Run 1, cell classes on the final placement:
(3 px per um) Fill, decap, tap and diode cells in grey.
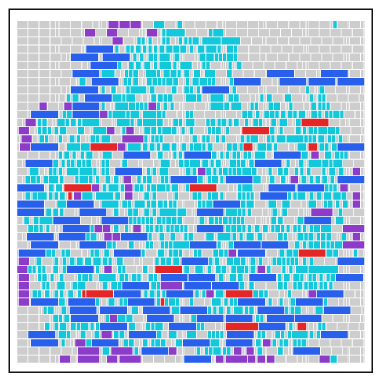
Run 1, met3 routing:
(4 px per um)
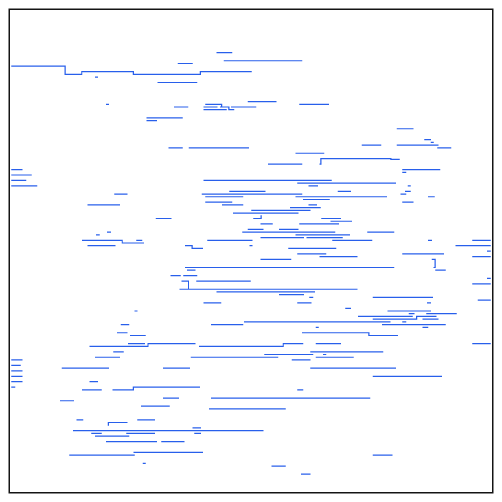
Run 1, drive-strength map:
(3 px per um)
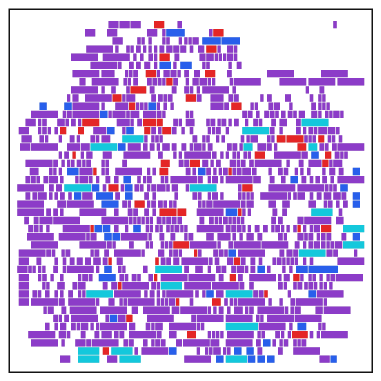
==> config.mk <==
export PLATFORM = sky130hd
export DESIGN_NAME = pipe_scheduler
export DESIGN_NICKNAME = d
export VERILOG_FILES = /design/src/rtl/flappy_pkg.sv /design/src/rtl/pipe_scheduler.sv
export SDC_FILE = /design/constraint.sdc
export NUM_CORES = 1
export LEC_CHECK = 0
export ABC_AREA = 1
export CORE_MARGIN = 2
export CORE_UTILIZATION = 50
export CTS_BUF_LIST = sky130_fd_sc_hd__clkbuf_16
export DETAILED_ROUTE_END_ITERATION = 6
export PLACE_DENSITY = 0.76
export SLEW_MARGIN = 20
export SYNTH_ARGS = -nofsm -noshare
export SYNTH_HDL_FRONTEND = slang
export SYNTH_SLANG_ARGS = --single-unit
==> constraint.sdc <==
create_clock -name clk -period 3.74 [get_ports clk]
set_input_delay 0.561 -clock clk [delete_from_list [all_inputs] [get_ports clk]]
set_output_delay 0.561 -clock clk [all_outputs]
set_load 0.05 [all_outputs]
==> src/rtl/flappy_pkg.sv <==
// Shared types for the pipe scheduler: per-slot pipe record, scheduler states,
// coordinate widths and the gap clamp helper.
package flappy_pkg;

    localparam int X_W   = 11;
    localparam int GAP_W = 10;

    typedef struct packed {
        logic                  valid;
        logic signed [X_W-1:0] x;
        logic [GAP_W-1:0]      gap;
        logic                  scored;
    } pipe_t;

    typedef enum logic [1:0] {
        IDLE   = 2'd0,
        RUN    = 2'd1,
        FREEZE = 2'd2
    } sched_state_e;

    function automatic logic [GAP_W-1:0] clamp_gap(input logic [GAP_W-1:0] v,
                                                   input int lo, input int hi);
        if (int'(v) < lo)
            return GAP_W'(lo);
        else if (int'(v) > hi)
            return GAP_W'(hi);
        else
            return v;
    endfunction

endpackage

==> src/rtl/pipe_scheduler.sv <==
// Pipe ring for the flappy game: spawns pipes with rng gaps, scrolls them each
// frame tick, retires them off the left edge and flags pipes passing the bird.
module pipe_scheduler
    import flappy_pkg::*;
#(
    parameter int MAX_PIPES   = 4,
    parameter int SCREEN_W    = 640,
    parameter int PIPE_W      = 52,
    parameter int SPEED       = 4,
    parameter int SPAWN_TICKS = 60,
    parameter int GAP_MIN     = 20,
    parameter int GAP_MAX     = 147,
    parameter int BIRD_X      = 100,
    localparam int IW         = $clog2(MAX_PIPES)
) (
    input  logic                  clk,
    input  logic                  rst,
    input  logic                  tick,
    input  logic                  start,
    input  logic                  game_over,
    input  logic [GAP_W-1:0]      rand_in,
    input  logic [IW-1:0]         rd_idx,
    output logic                  rd_valid,
    output logic signed [X_W-1:0] rd_x,
    output logic [GAP_W-1:0]      rd_gap,
    output logic [IW:0]           pipe_count,
    output logic                  rand_take,
    output logic                  score_pulse,
    output logic                  running
);

    localparam int CW = (SPAWN_TICKS > 1) ? $clog2(SPAWN_TICKS) : 1;
    localparam logic [CW-1:0] SPAWN_LAST = CW'(SPAWN_TICKS - 1);

    sched_state_e  state_q, state_d;
    pipe_t         slots_q [MAX_PIPES];
    pipe_t         slots_d [MAX_PIPES];
    logic [IW-1:0] head_q, head_d;
    logic [IW:0]   count_q, count_d;
    logic [CW-1:0] spawn_cnt_q, spawn_cnt_d;
    logic          rand_take_q, rand_take_d;
    logic          score_pulse_q, score_pulse_d;

    logic [IW-1:0] tail;
    logic [IW-1:0] age_idx;
    logic          scored_found;
    logic [IW-1:0] rd_slot;

    always_comb begin
        state_d       = state_q;
        head_d        = head_q;
        count_d       = count_q;
        spawn_cnt_d   = spawn_cnt_q;
        slots_d       = slots_q;
        rand_take_d   = 1'b0;
        score_pulse_d = 1'b0;
        scored_found  = 1'b0;
        age_idx       = '0;
        // Tail is unaffected by a same-tick retire: head+1 plus count-1.
        tail          = head_q + count_q[IW-1:0];

        case (state_q)
            IDLE, FREEZE: begin
                if (start) begin
                    state_d     = RUN;
                    head_d      = '0;
                    count_d     = '0;
                    spawn_cnt_d = SPAWN_LAST;
                    for (int i = 0; i < MAX_PIPES; i++)
                        slots_d[i] = '0;
                end
            end
            RUN: begin
                if (game_over) begin
                    state_d = FREEZE;
                end else if (tick) begin
                    for (int i = 0; i < MAX_PIPES; i++)
                        if (slots_q[i].valid)
                            slots_d[i].x = slots_q[i].x - X_W'(SPEED);

                    // Walk in age order so the oldest unscored pipe wins.
                    for (int a = 0; a < MAX_PIPES; a++) begin
                        age_idx = head_q + IW'(a);
                        if (!scored_found && ((IW+1)'(a) < count_q) &&
                            slots_d[age_idx].valid && !slots_d[age_idx].scored &&
                            (int'($signed(slots_d[age_idx].x)) + PIPE_W < BIRD_X)) begin
                            slots_d[age_idx].scored = 1'b1;
                            score_pulse_d           = 1'b1;
                            scored_found            = 1'b1;
                        end
                    end

                    if ((count_q != '0) && slots_d[head_q].valid &&
                        (int'($signed(slots_d[head_q].x)) <= -PIPE_W)) begin
                        slots_d[head_q].valid = 1'b0;
                        head_d                = head_q + 1'b1;
                        count_d               = count_q - 1'b1;
                    end

                    // A full ring parks the counter at its last value until room frees.
                    if (spawn_cnt_q == SPAWN_LAST) begin
                        if (count_d < (IW+1)'(MAX_PIPES)) begin
                            slots_d[tail] = '{valid:  1'b1,
                                              x:      X_W'(SCREEN_W),
                                              gap:    clamp_gap(rand_in, GAP_MIN, GAP_MAX),
                                              scored: 1'b0};
                            rand_take_d   = 1'b1;
                            spawn_cnt_d   = '0;
                            count_d       = count_d + 1'b1;
                        end
                    end else begin
                        spawn_cnt_d = spawn_cnt_q + 1'b1;
                    end
                end
            end
            default: state_d = IDLE;
        endcase
    end

    always_ff @(posedge clk or posedge rst) begin
        if (rst) begin
            state_q       <= IDLE;
            head_q        <= '0;
            count_q       <= '0;
            spawn_cnt_q   <= '0;
            rand_take_q   <= 1'b0;
            score_pulse_q <= 1'b0;
            for (int i = 0; i < MAX_PIPES; i++)
                slots_q[i] <= '0;
        end else begin
            state_q       <= state_d;
            head_q        <= head_d;
            count_q       <= count_d;
            spawn_cnt_q   <= spawn_cnt_d;
            rand_take_q   <= rand_take_d;
            score_pulse_q <= score_pulse_d;
            slots_q       <= slots_d;
        end
    end

    assign rd_slot = head_q + rd_idx;

    always_comb begin
        rd_valid = 1'b0;
        rd_x     = '0;
        rd_gap   = '0;
        if ({1'b0, rd_idx} < count_q) begin
            rd_valid = slots_q[rd_slot].valid;
            rd_x     = slots_q[rd_slot].x;
            rd_gap   = slots_q[rd_slot].gap;
        end
    end

    assign pipe_count  = count_q;
    assign rand_take   = rand_take_q;
    assign score_pulse = score_pulse_q;
    assign running     = (state_q == RUN);

endmodule

==> flow_metrics.tcl, run 1 <==
# flow metrics
set metrics [dict create \
    outcome "finished, final reports clean" \
    critical_path_arrival_ns 3.85 \
    gr-total-overflow 0 \
    pre_cts_slack_ns 0.130 \
    ys_sh_simple_pct 28.7 \
    port_buffers 42 \
    ys_warn_count 0 \
    crit_buf_inv 2 \
    hpwl_um 14900 \
    n_fill_cell 1248 \
    ant_nets 0 \
    min_path_cells 2 \
    rows 42 \
    n_all_buffers 71 \
    flop_cell "dfrtp_1" \
    warning_count 32 \
    seq_share_pct 31.0 \
    synthDistinctLibCells 44 \
    clock-sinks 99 \
    ff_count 99 \
    htreeDepth 3 \
    cp-start-kind "flop" \
    max_slew_margin_pct 54.4 \
    largest_reg_flops 84 \
    taps 176 \
    synthesis.area_um2 6780 \
    hold_viol_final 0 \
    fin_crit_sh_pct 95.0 \
    synthAdderAreaFrac_pct 2.95 \
    rsz0062_at_grt "true" \
    synth-edff-count 0 \
    netlist_instances 959 \
    instances_no_fill 1189 \
    drv_slew 0 \
    clock.fmax_mhz 281 \
    setup_ws_ns 0.187 \
    worstPathCellList "inv_1 -> ha_2 -> nand2_1 -> nor2_4 -> buf_12 -> xor2_4 -> nand3_1 -> o211ai_1 -> nand3_1 -> nand2_1 -> nand3_1 -> nor2_2 -> nand4_1 -> nand3_1 -> nand3_2 -> nand3_1 -> nand2_1 -> nor2_4 -> nand3_4 -> nand2_1 -> nand3_2 -> nand2_1" \
    critPathCapture "slots_q[23]" \
    insertion_delay_ns 0.36 \
    async_flop_share_pct 100 \
    ys_seq_share_pct 36.5 \
    wl_per_cell_um 17.2 \
    met2_usage_pct 44.3 \
    logic_family "simple AND/OR/NAND/NOR gates" \
    core-area_um2 13200 \
    xor_share_pct 2.07 \
    total_power_uw 3480 \
    reg2reg_depth 22 \
    hp-class "flop to flop" \
    reg2reg_to "slots_q[23]" \
]
Back to the opening pictures, 'cell classes on the final placement':
legend:
  clock drivers and dummy loads:
    colour: red
    cells: 16
    share_of_their_area: 3.8%
  flops:
    colour: blue
    cells: 99
    share_of_their_area: 32%
  all other logic:
    colour: cyan
    cells: 827
    share_of_their_area: 55%
  other buffers and delay cells:
    colour: purple
    cells: 71
    share_of_their_area: 9.2%

Back to the opening pictures, 'met3 routing':
main direction: horizontal
share of all routed wire: 7.1%
longest straight run: 52.0 um
wire length on this layer: 1,460 um

Back to the opening pictures, 'drive-strength map':
legend:
  drive 2:
    colour: red
    cells: 57
    most_used: inv_2
  drive 3 to 4:
    colour: blue
    cells: 53
    most_used: buf_4
  drive 1 or less:
    colour: purple
    cells: 881
    most_used: nand2_1
  drive 6 and up:
    colour: cyan
    cells: 22
    most_used: buf_12

-- run 1: Yosys cell counts, types with 2 or more instances --
| master | instances | area [um2] |
|---|---|---|
| clkbuf_1 | 18 | 67.6 |
| nor2_1 | 73 | 274 |
| nand3b_1 | 3 | 22.5 |
| o31ai_1 | 2 | 15.0 |
| nand3_2 | 6 | 60.1 |
| dfrtp_1 | 99 | 2480 |
| o22ai_1 | 28 | 175 |
| clkinv_1 | 4 | 15.0 |
| a21oi_1 | 34 | 170 |
| nand2_1 | 197 | 739 |
| o2111ai_1 | 2 | 17.5 |
| nor3_4 | 2 | 32.5 |
| o21ai_1 | 8 | 40.0 |
| nand4_1 | 23 | 144 |
| o21ai_2 | 7 | 61.3 |
| or2_2 | 3 | 18.8 |
| xnor2_1 | 2 | 17.5 |
| inv_2 | 10 | 37.5 |
| a311oi_1 | 2 | 17.5 |
| buf_2 | 6 | 30.0 |
| ha_1 | 16 | 200 |
| nand3_1 | 87 | 435 |
| nor2_2 | 6 | 37.5 |
| buf_4 | 5 | 37.5 |
| nor3_1 | 12 | 60.1 |
| a211oi_1 | 18 | 135 |
| a221oi_1 | 2 | 17.5 |
| nand2_2 | 5 | 31.3 |
| o211ai_1 | 11 | 82.6 |
| o21ai_0 | 106 | 531 |
| and2_1 | 2 | 12.5 |
| buf_1 | 4 | 15.0 |
| nor2_4 | 3 | 33.8 |
| inv_1 | 127 | 477 |
| nor3_2 | 4 | 40.0 |
| xor2_1 | 14 | 123 |
-- run 1: tightest hold or removal path: cells and delay by family (launching register included) --
kind / cells / cell delay [ns]
buf+inv: 1 / 0.04
flops: 1 / 0.34
simple gates: 1 / 0.05
-- run 1: power breakdown --
group          internal, uW  switching [uW]
combinational           416             940
sequential             1140            50.9
clock                   518             419
==> run 1 -> run 2 <==
--- a/config.mk
+++ b/config.mk
@@ -6,11 +6,12 @@
 export NUM_CORES = 1
 export LEC_CHECK = 0
 export ABC_AREA = 1
-export CORE_MARGIN = 2
+export CORE_MARGIN = 3
 export CORE_UTILIZATION = 50
 export CTS_BUF_LIST = sky130_fd_sc_hd__clkbuf_16
 export DETAILED_ROUTE_END_ITERATION = 6
-export PLACE_DENSITY = 0.76
+export DONT_BUFFER_PORTS = 1
+export PLACE_DENSITY = 0.72
 export SLEW_MARGIN = 20
 export SYNTH_ARGS = -nofsm -noshare
 export SYNTH_HDL_FRONTEND = slang
Run 2, gate-type map:
(3 px per um)
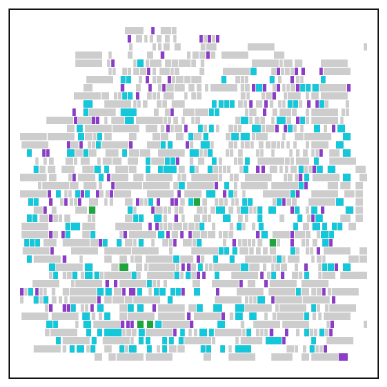
legend:
  AND and OR gates:
    colour: green
    cells: 6
  inverters:
    colour: purple
    cells: 141
    where: widely spread
  inverting AOI/OAI gates:
    colour: cyan
    cells: 224

Run 2, cell classes on the final placement:
(3 px per um) Fill, decap, tap and diode cells in grey.
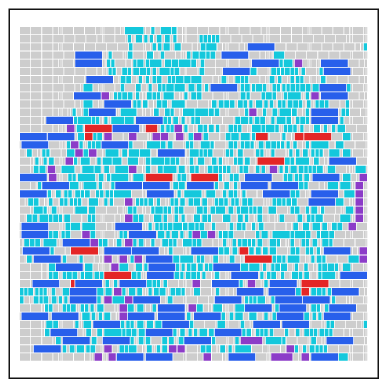
legend:
  all other logic:
    colour: cyan
    cells: 827
    share_of_their_area: 57%
  clock drivers and dummy loads:
    colour: red
    cells: 16
    share_of_their_area: 3.8%
  flops:
    colour: blue
    cells: 99
    share_of_their_area: 33%
  other buffers and delay cells:
    colour: purple
    cells: 58
    share_of_their_area: 6.1%

==> run 2 against run 1 <==
Sequential cell count unchanged. Maximum frequency up 1.1%. Synthesized cell count stayed put. Die size up 3.3%. Sequential power barely moved. Combinational power fell by 4%. Total power is 2.9% lower. Critical path type unchanged. Largest cell class unchanged.
==> flow_metrics.tcl, run 2 <==
# flow metrics
set metrics [dict create \
    insertion_delay_ns 0.35 \
    gr-total-overflow 0 \
    largest_reg_flops 84 \
    worstPathCellList "inv_1 -> ha_1 -> nand2_2 -> inv_1 -> nand2_2 -> inv_1 -> nand3_1 -> xor2_2 -> o21ai_2 -> nand2_1 -> o21ai_2 -> a211oi_2 -> nand2_2 -> nor2_4 -> xor2_2 -> inv_2 -> nor2_4 -> inv_2 -> nor3_4 -> inv_2 -> a21oi_4 -> inv_4 -> nand2_1 -> o21ai_2" \
    switching_power_uw 1410 \
    wirelength_um 20400 \
    cpPeakStageDelay_ns 0.40 \
    top_cell_area_share_pct 36.5 \
    r2r_slack_ns 0.23 \
    synthesis.area_um2 6780 \
    ctsHoldBuffers 0 \
    power_frac_seq_pct 35.1 \
    cp-end-kind "flop" \
    synthDistinctLibCells 44 \
    rows 41 \
    outcome "finished, final reports clean" \
    hp-class "primary input to asynchronous set/reset pin" \
    ant_nets 0 \
    power.internal_uw 1980 \
    criticalPathCategory "flop to flop" \
    swShare_pct 41.6 \
    instances_no_fill 1172 \
    netlist_instances 959 \
    clock.fmax_mhz 285 \
    flop_cell "dfrtp_1" \
    total_power_uw 3380 \
    setup_ws_ns 0.227 \
    critical_path_arrival_ns 3.75 \
    clock-sinks 99 \
    hold_viol_final 0 \
    synthTopCellsByCount "nand2_1, inv_1, o21ai_0" \
    async_flop_share_pct 100 \
    crit_buf_inv 7 \
    pre_cts_slack_ns 0.199 \
    p_clk_share_pct 26.5 \
    wl_per_cell_um 17.4 \
    max_slew_margin_pct 40.5 \
    power_frac_comb_pct 38.4 \
    ys_seq_share_pct 36.5 \
    ys_top_cells_by_area "dfrtp_1, nand2_1, o21ai_0, inv_1, nand3_1" \
    synth_top_cell_by_area "dfrtp_1" \
    htreeDepth 3 \
    warning_count 31 \
    hpwl_um 14900 \
    top_cell "nand2_1" \
    ys_warn_count 0 \
]
## run 2: path summary, 6_finish.rpt
path	startpoint	end	depth (start not counted)
worst max-delay path	slots_q[83]	slots_q[6]	24
worst min-delay path	rst	slots_q[25]	1
worst max register to register	slots_q[83]	slots_q[6]	24
worst min register to register	slots_q[32]	slots_q[32]	2
max in group asynchronous	rst	slots_q[69]	2
min in group clk	game_over	state_q[0]	1
## run 2: what timing repair did
item / in CTS / in global routing
setup buffers: 0 / 12
endpoints found under the setup margin: 0 / 38
resized: 0 / 21
## run 2: power by group through the flow
stage | clock [uW] | sequential [uW] | combinational, uW
after CTS | 910 | 1180 | 1260
after global routing | 955 | 1200 | 1430
final | 897 | 1190 | 1300
after global placement | 0 | 1200 | 1240
after floorplan | 0 | 1210 | 877
after detailed placement | 0 | 1210 | 1250
## run 2: metal layers
layer | vias to the layer above | share of wire, %
met5 | - | 0
met1 | 3195 | 45
li1 | 3294 | -
met4 | 0 | 2.0
met3 | 33 | 8.7
met2 | 296 | 45
## run 2: layout make-up
type | count | area [um2]
fillers | 1245 | 5200
multi-input cells | 686 | 3750
flip-flops and latches | 99 | 2480
inverters | 141 | 537
repair buffers | 58 | 460
clock buffers | 9 | 225
well taps | 172 | 215
clock inverters | 7 | 58.8
## run 2: cell families after synthesis
| logic type | synth area share (%) |
|---|---|
| other cells | 0.0553 |
| compound gates | 19.5 |
| xor+xnor | 2.07 |
| buf+inv | 10.2 |
| fa+ha+maj | 2.95 |
| flops | 36.5 |
| simple gates | 28.7 |
Power and IR drop assume default switching activity.
